## src/rtl/router_pkg.sv

```systemverilog
// Shared definitions for the router packet transmitter:
// FSM encoding, field widths, limits and the header packing helper.
package router_pkg;

  localparam int ADDR_W = 2;
  localparam int LEN_W  = 6;
  localparam int MAX_LEN = 63;
  localparam logic [ADDR_W-1:0] INVALID_ADDR = 2'b11;

  localparam logic [2:0] ST_IDLE   = 3'd0;
  localparam logic [2:0] ST_LOAD   = 3'd1;
  localparam logic [2:0] ST_HEADER = 3'd2;
  localparam logic [2:0] ST_PAYLD  = 3'd3;
  localparam logic [2:0] ST_PARITY = 3'd4;
  localparam logic [2:0] ST_ERRCHK = 3'd5;

  typedef enum logic [2:0] {
    IDLE    = ST_IDLE,
    LOAD    = ST_LOAD,
    HEADER  = ST_HEADER,
    PAYLOAD = ST_PAYLD,
    PARITY  = ST_PARITY,
    ERRCHK  = ST_ERRCHK
  } state_t;

  function automatic logic [7:0] pack_hdr(
    input logic [LEN_W-1:0]  len,
    input logic [ADDR_W-1:0] addr
  );
    return {len, addr};
  endfunction

endpackage

```

## src/rtl/router_tx_buf.sv

```systemverilog
// Payload buffer: 64x8 RAM, one write port, one registered read port.
// Ports: clock, we/waddr/wdata write side, raddr in, rdata out (1-cycle latency, write-first).
module router_tx_buf
  import router_pkg::*;
(
  input  logic             clock,
  input  logic             we,
  input  logic [LEN_W-1:0] waddr,
  input  logic [7:0]       wdata,
  input  logic [LEN_W-1:0] raddr,
  output logic [7:0]       rdata
);

  logic [7:0] mem [0:MAX_LEN];

  // Write-first: a same-address read returns the byte being written,
  // so a 1-byte packet can be prefetched on its own write edge.
  always_ff @(posedge clock) begin
    if (we) mem[waddr] <= wdata;
    if (we && waddr == raddr) rdata <= wdata;
    else                      rdata <= mem[raddr];
  end

endmodule

```

## src/rtl/router_pkt_tx.sv

```systemverilog
// Router ingress packet source: buffers a host payload, then sends header, payload, parity.
// Ports: clock/reset, start_* host request, pl_* payload load, busy/err from router,
//   pkt_valid/data_out to router, done/done_err/start_rej status.
// Optional: PARITY_INJECT_EN adds inject_err to corrupt the parity byte of one packet.
module router_pkt_tx
  import router_pkg::*;
#(
  parameter int ERR_WAIT = 3
) (
  input  logic              clock,
  input  logic              reset,
  input  logic              start_valid,
  output logic              start_ready,
  input  logic [ADDR_W-1:0] start_addr,
  input  logic [LEN_W-1:0]  start_len,
  input  logic [7:0]        pl_data,
  input  logic              pl_valid,
  output logic              pl_ready,
  input  logic              busy,
  input  logic              err,
  output logic              pkt_valid,
  output logic [7:0]        data_out,
  output logic              done,
  output logic              done_err,
  output logic              start_rej
`ifdef PARITY_INJECT_EN
  ,input logic              inject_err
`endif
);

  localparam logic [3:0] EW_LAST = 4'(ERR_WAIT - 1);

  state_t state_q, state_d;
  logic [ADDR_W-1:0] addr_q, addr_d;
  logic [LEN_W-1:0] len_q, len_d;
  logic [LEN_W-1:0] wp_q, wp_d;
  logic [LEN_W-1:0] rp_q, rp_d;
  logic [LEN_W-1:0] cnt_q, cnt_d;
  logic [7:0] par_q, par_d;
  logic [7:0] data_q, data_d;
  logic pv_q, pv_d;
  logic done_q, done_d;
  logic derr_q, derr_d;
  logic rej_q, rej_d;
  logic acc_q, acc_d;
  logic inj_q, inj_d;
  logic [3:0] ew_q, ew_d;
  logic xfer;
  logic we;
  logic [7:0] rdata;

  assign we = (state_q == LOAD) && pl_valid;

  router_tx_buf u_buf (
    .clock (clock),
    .we    (we),
    .waddr (wp_q),
    .wdata (pl_data),
    .raddr (rp_d),
    .rdata (rdata)
  );

  // rdata always mirrors buf[rp_q]; the byte after the one on
  // data_out is therefore ready on every transfer edge.
  always_comb begin
    state_d = state_q;
    addr_d  = addr_q;
    len_d   = len_q;
    wp_d    = wp_q;
    rp_d    = rp_q;
    cnt_d   = cnt_q;
    par_d   = par_q;
    data_d  = data_q;
    pv_d    = pv_q;
    derr_d  = derr_q;
    acc_d   = acc_q;
    inj_d   = inj_q;
    ew_d    = ew_q;
    done_d  = 1'b0;
    rej_d   = 1'b0;
    xfer    = (pv_q || state_q == PARITY) && !busy;
    unique case (state_q)
      IDLE: begin
        if (start_valid) begin
          if (start_addr == INVALID_ADDR || start_len == '0) begin
            rej_d = 1'b1;
          end else begin
            addr_d  = start_addr;
            len_d   = start_len;
            wp_d    = '0;
            state_d = LOAD;
`ifdef PARITY_INJECT_EN
            inj_d   = inject_err;
`else
            inj_d   = 1'b0;
`endif
          end
        end
      end
      LOAD: begin
        if (pl_valid) begin
          wp_d = wp_q + 1'b1;
          if (wp_q == len_q - 1'b1) begin
            state_d = HEADER;
            pv_d    = 1'b1;
            data_d  = pack_hdr(len_q, addr_q);
            rp_d    = '0;
          end
        end
      end
      HEADER: begin
        if (xfer) begin
          state_d = PAYLOAD;
          data_d  = rdata;
          rp_d    = rp_q + 1'b1;
          cnt_d   = '0;
          par_d   = data_q;
        end
      end
      PAYLOAD: begin
        if (xfer) begin
          par_d = par_q ^ data_q;
          cnt_d = cnt_q + 1'b1;
          if (cnt_q == len_q - 1'b1) begin
            state_d = PARITY;
            pv_d    = 1'b0;
            data_d  = par_q ^ data_q ^ {8{inj_q}};
          end else begin
            data_d  = rdata;
            rp_d    = rp_q + 1'b1;
          end
        end
      end
      PARITY: begin
        if (xfer) begin
          state_d = ERRCHK;
          ew_d    = '0;
          acc_d   = 1'b0;
        end
      end
      ERRCHK: begin
        acc_d = acc_q | err;
        ew_d  = ew_q + 1'b1;
        if (ew_q == EW_LAST) begin
          state_d = IDLE;
          done_d  = 1'b1;
          derr_d  = acc_q | err;
          data_d  = '0;
        end
      end
      default: state_d = IDLE;
    endcase
  end

  always_ff @(posedge clock or posedge reset) begin
    if (reset) begin
      state_q <= IDLE;
      addr_q  <= '0;
      len_q   <= '0;
      wp_q    <= '0;
      rp_q    <= '0;
      cnt_q   <= '0;
      par_q   <= '0;
      data_q  <= '0;
      pv_q    <= 1'b0;
      done_q  <= 1'b0;
      derr_q  <= 1'b0;
      rej_q   <= 1'b0;
      acc_q   <= 1'b0;
      inj_q   <= 1'b0;
      ew_q    <= '0;
    end else begin
      state_q <= state_d;
      addr_q  <= addr_d;
      len_q   <= len_d;
      wp_q    <= wp_d;
      rp_q    <= rp_d;
      cnt_q   <= cnt_d;
      par_q   <= par_d;
      data_q  <= data_d;
      pv_q    <= pv_d;
      done_q  <= done_d;
      derr_q  <= derr_d;
      rej_q   <= rej_d;
      acc_q   <= acc_d;
      inj_q   <= inj_d;
      ew_q    <= ew_d;
    end
  end

  assign start_ready = (state_q == IDLE);
  assign pl_ready    = (state_q == LOAD);
  assign pkt_valid   = pv_q;
  assign data_out    = data_q;
  assign done        = done_q;
  assign done_err    = derr_q;
  assign start_rej   = rej_q;

endmodule

```

## config.mk

```make
export PLATFORM = sky130hd
export DESIGN_NAME = router_pkt_tx
export DESIGN_NICKNAME = d
export VERILOG_FILES = /design/src/rtl/router_pkg.sv /design/src/rtl/router_tx_buf.sv /design/src/rtl/router_pkt_tx.sv
export SDC_FILE = /design/constraint.sdc
export NUM_CORES = 1
export LEC_CHECK = 0
export CAP_MARGIN = 20
export CORE_ASPECT_RATIO = 1.25
export CORE_MARGIN = 1.5
export CORE_UTILIZATION = 24
export CTS_BUF_LIST = sky130_fd_sc_hd__clkbuf_4 sky130_fd_sc_hd__clkbuf_8
export CTS_CLUSTER_DIAMETER = 40
export DETAILED_ROUTE_END_ITERATION = 16
export PLACE_DENSITY = 0.46
export SLEW_MARGIN = 20
export SYNTH_ARGS = -nofsm -noshare
export SYNTH_HDL_FRONTEND = slang
export SYNTH_HIERARCHICAL = 1
export SYNTH_SLANG_ARGS = --single-unit
```

## constraint.sdc

```tcl
create_clock -name clock -period 2.55 [get_ports clock]
set_clock_uncertainty 0.15 [all_clocks]
set_input_delay 0.51 -clock clock [delete_from_list [all_inputs] [get_ports clock]]
set_output_delay 0.51 -clock clock [all_outputs]
set_load 0.1 [all_outputs]
```

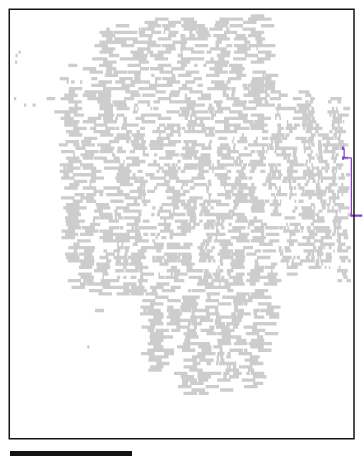
*I/O nets highlighted*
The bar under the picture is 100 µm long.
port	color	bits	direction	edge	end cells	buffers	wire
err	purple	1	input	east	2	1	66.2 µm
IO Count: 36
Port Buffer Count: 35

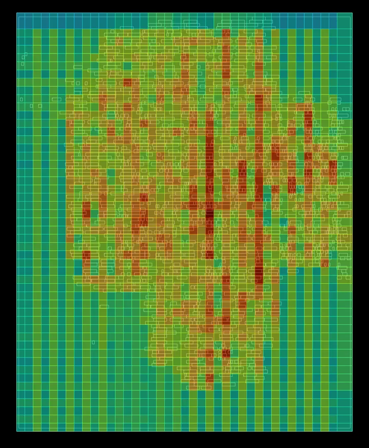
*Congestion heat map*
GRT Max-Usage Layer: met2
met3 layer usage reported by global route: 2.06%
post-DR wirelength/cell: 21.1 µm
met2 global-route usage: 22.9%

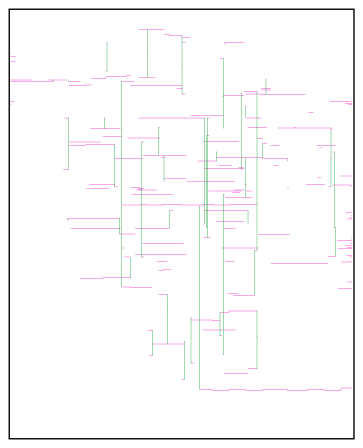
*Wiring by layer*
Two of the layers only.
layer	color	wire length
met4	green	1800 µm
met3	magenta	2250 µm
GRT Util Overall: 12.9%
DR vias: 13000
routed wire length: 62.8 mm

-- worst register-to-register path: stages, from the launching register on --
cell and delay (ps):
dfxtp_4 360, buf_12 170, buf_12 170, buf_6 110, mux4_2 530, mux4_2 560, o21ai_1 150, nand2_1 90
a21oi_1 160, o32ai_1 110, a22o_1 220
-- logic make-up (layout without fill, tap and decap cells) --
family	after synthesis	after routing	share of synthesized area [%]
DFF	572	572	72.2
and+or+nand+nor	294	294	5.88
muxes	163	163	13.8
AOI/OAI and AO/OA	140	140	4.24
buffers and inverters	72	473	1.70
xor gates and xnor gates	42	42	1.81
adders and majority gates	6	6	0.322
other	0	1	0
-- area by class of cell --
class | instances | area [µm²] | share of cell area (%)
multi-input cells | 645 | 6870 | 22.6
clock inverters | 51 | 388 | 1.28
inverters | 8 | 32.5 | 0.107
diodes | 1 | 2.50 | 0.00825
well taps | 1290 | 1610 | 5.32
clock buffers | 127 | 1600 | 5.27
repair buffers | 287 | 2970 | 9.78
flip-flops and latches | 572 | 16900 | 55.6
-- flip-flops by register name, indices dropped and copies added (netlist names), named ones only --
name,cells
start_rej,1
len_q,6
cnt_q,6
data_out,8
rp_q,6
pkt_valid,1
acc_q,1
wp_q,6
addr_q,2
u_buf/mem,512
done_err,1
par_q,8
state_q,3
ew_q,4
done,1
-- per-stage QoR --
| step | setup WS (ps) | area (µm²) |
|---|---|---|
| after floorplan | -448 | 23700 |
| after global placement | -501 | 27500 |
| after detailed placement | -534 | 27500 |
| after CTS | -295 | 30000 |
| after global routing | -383 | 30300 |
| final | -301 | 30300 |
-- routing by layer --
metal / vias up / track usage [%] / share of wire [%]
met4: 4 / 5.05 / 2.9
met5: - / 0 / 0.040
met2: 250 / 22.9 / 52
li1: 5849 / - / -
met1: 6787 / 15.6 / 41
met3: 101 / 2.06 / 3.6
==> GITHUB_STEP_SUMMARY <==
## Synthesis and layout report

| Metric | Value |
|---|---|
| Status | finished with violations |
| Failing checks | negative setup slack |
| Worst R2R End | data_out[7]$_DFFE_PP0P_ |
| CTS tree | built |
| Synthesized instance count | 1289 |
| Clock network power share | 28.6% |
| Sequential cell fraction of total power | between 30% and 40% |
| Crit path max fanout | 7 |
| Final setup fails | 15 |
| Chip Width | between 200 and 300 µm |
| CTS buffer count | around 97 |
| Setup crit end | data_out[7]$_DFFE_PP0P_ |
| Hold Crit Depth | 1 |
| NetSw | 9.27 mW |
| Fraction of registers with async set/reset | around a tenth |
| Sink Count | ~570 |
| Fmax | 351 MHz |
| Initial antenna violation count | 3 |
| Switching power share of the total | a little under a third |
| Remaining DRCs | 0 |
| Net Count, Synth | roughly 1300 |
| Post-Syn Area | between 20000 and 25000 µm² |
| Nets@finish | between 1500 and 2000 |
| Cell Rows | 127 |
| CTS Hold Bufs | 1 |
| ANT nets after route | 0 |
| GP Congestion | 0.768 |
| Most frequent cells in the layout | 512 x edfxtp_1, 197 x buf_4, 126 x mux4_2, 103 x clkbuf_8, 75 x nor2_1 |
| Non-filler instance count after layout | roughly 3000 |
| Max-cap violations | 0 |
| EDFF count, synth | a little over 500 |
| P_int | 20.0 mW |
| Sequential Power | 11.0 mW |
| Vias/cell | roughly 4.4 |
| Fill cells | 9360 |
| Most numerous cell in the Yosys netlist | edfxtp_1 |
| Slowest stage delay, CP | 550 ps |
| Hold_sp | pl_data[2] |
| Count of pins over their slew limit | 0 |
| Die Span Y | 352 µm |
| Layout area overhead | 30.0% |
| Layout cell share with drive strength beyond 1 | ~41% |
| Top pwr grp | registers |
| Clk pin slew, worst setup/hold paths | roughly 60 ps |
| Fin util | 31.5% |
| Worst-case clock buffer depth | 3 |
| Top cells by area | edfxtp_1 66%, mux4_2 12%, dfrtp_1 5.8% |
| Hold Crit Class | input pin to flip-flop |
| Cells on worst reg2reg path | 10 |
| Top FF cell, synth | edfxtp_1 |
| Tool warnings | 31 |
| Synth warn | 6 |
| Cells after DPL | 2778 |
| CP max-delay cell | mux4_2 |
| Syn avg cell area | 18.1 µm² |
| Post-CTS resize count | around 57 |
| Worst hold endpoint | u_buf/mem[19][2]$_DFFE_PP_ |
| Yosys reg bits | 572 |
| Pwr Density | between 900 and 1000 nW/µm² |
| Clk Latency, worst-skew pair | approximately 710 ps |
| Worst setup EP type | flip-flop |
| Seq share, synth | around 72% |
| Commonest cells post-synth | 512 x edfxtp_1, 126 x mux4_2, 115 x nor2_1, 74 x nand2_1, 54 x dfrtp_1 |
| Clock root buffer | clkbuf_8 |
| Initial drt markers | 836 |
| Post-CTS setup buffer count | 14 |
| Crit path max-delay family | multiplexers |
| Total iterations of the first detailed-routing run | 5 |
| Hold Fails Final Rpt | 0 |
| R2R setup slack | -300 ps |
| Final min period | between 2000 and 3000 ps |
| Crit path depth | 10 |
| Vias in the first global route | 14100 |
| CP arrival | ~3300 ps |
| Yosys synthesis chip area | roughly 23000 µm² |
| Placed wire-length estimate | between 40 and 50 mm |
| First-pass GRT wire length | between 90 and 100 mm |
| Logic pwr share | around 34% |
| Die Area | around 100000 µm² |
| Period utilization | 112% |
| Setup crit start kind | flip-flop |
| Cell type with the largest total area | edfxtp_1 |
| Comb. pwr | 9.90 mW |
| Core area | ~96000 µm² |
| Clock group | roughly 8.4 mW |
| Cell Type Count | roughly 70 |
| CP bufs+invs | 3 |
| Max VDD drop | 0.385 mV |
| FP Util | between 20% and 30% |
| WHS | between 100 and 150 ps |
| Most common cell after layout, fill and taps aside | edfxtp_1 |
| # Cells Yosys | approximately 1300 |
| Setup TNS Final | -2640 ps |
| Final Power | a little under 30 mW |
| Total grt overflow | 0 |
| Area leader share | around 66% |
| Critical path cell sequence | buf_12 -> buf_12 -> buf_6 -> mux4_2 -> mux4_2 -> o21ai_1 -> nand2_1 -> a21oi_1 -> o32ai_1 -> a22o_1 |
| WP data required | ~3000 ps |
| Worst-Margin Slew | 745 ps |
| Final worst setup slack | -301 ps |
| Slew HR | 50.3% |
| Static Leak | approximately 10 nW |
| RSZ-0062 raised after global routing | yes |
| Class of the most critical setup path | flip-flop to flip-flop |
| Htree depth | 3 |
| Largest net degree at the start of global routing | approximately 65 |
Power figures rest on the tool's default switching activity, not on a simulated workload.
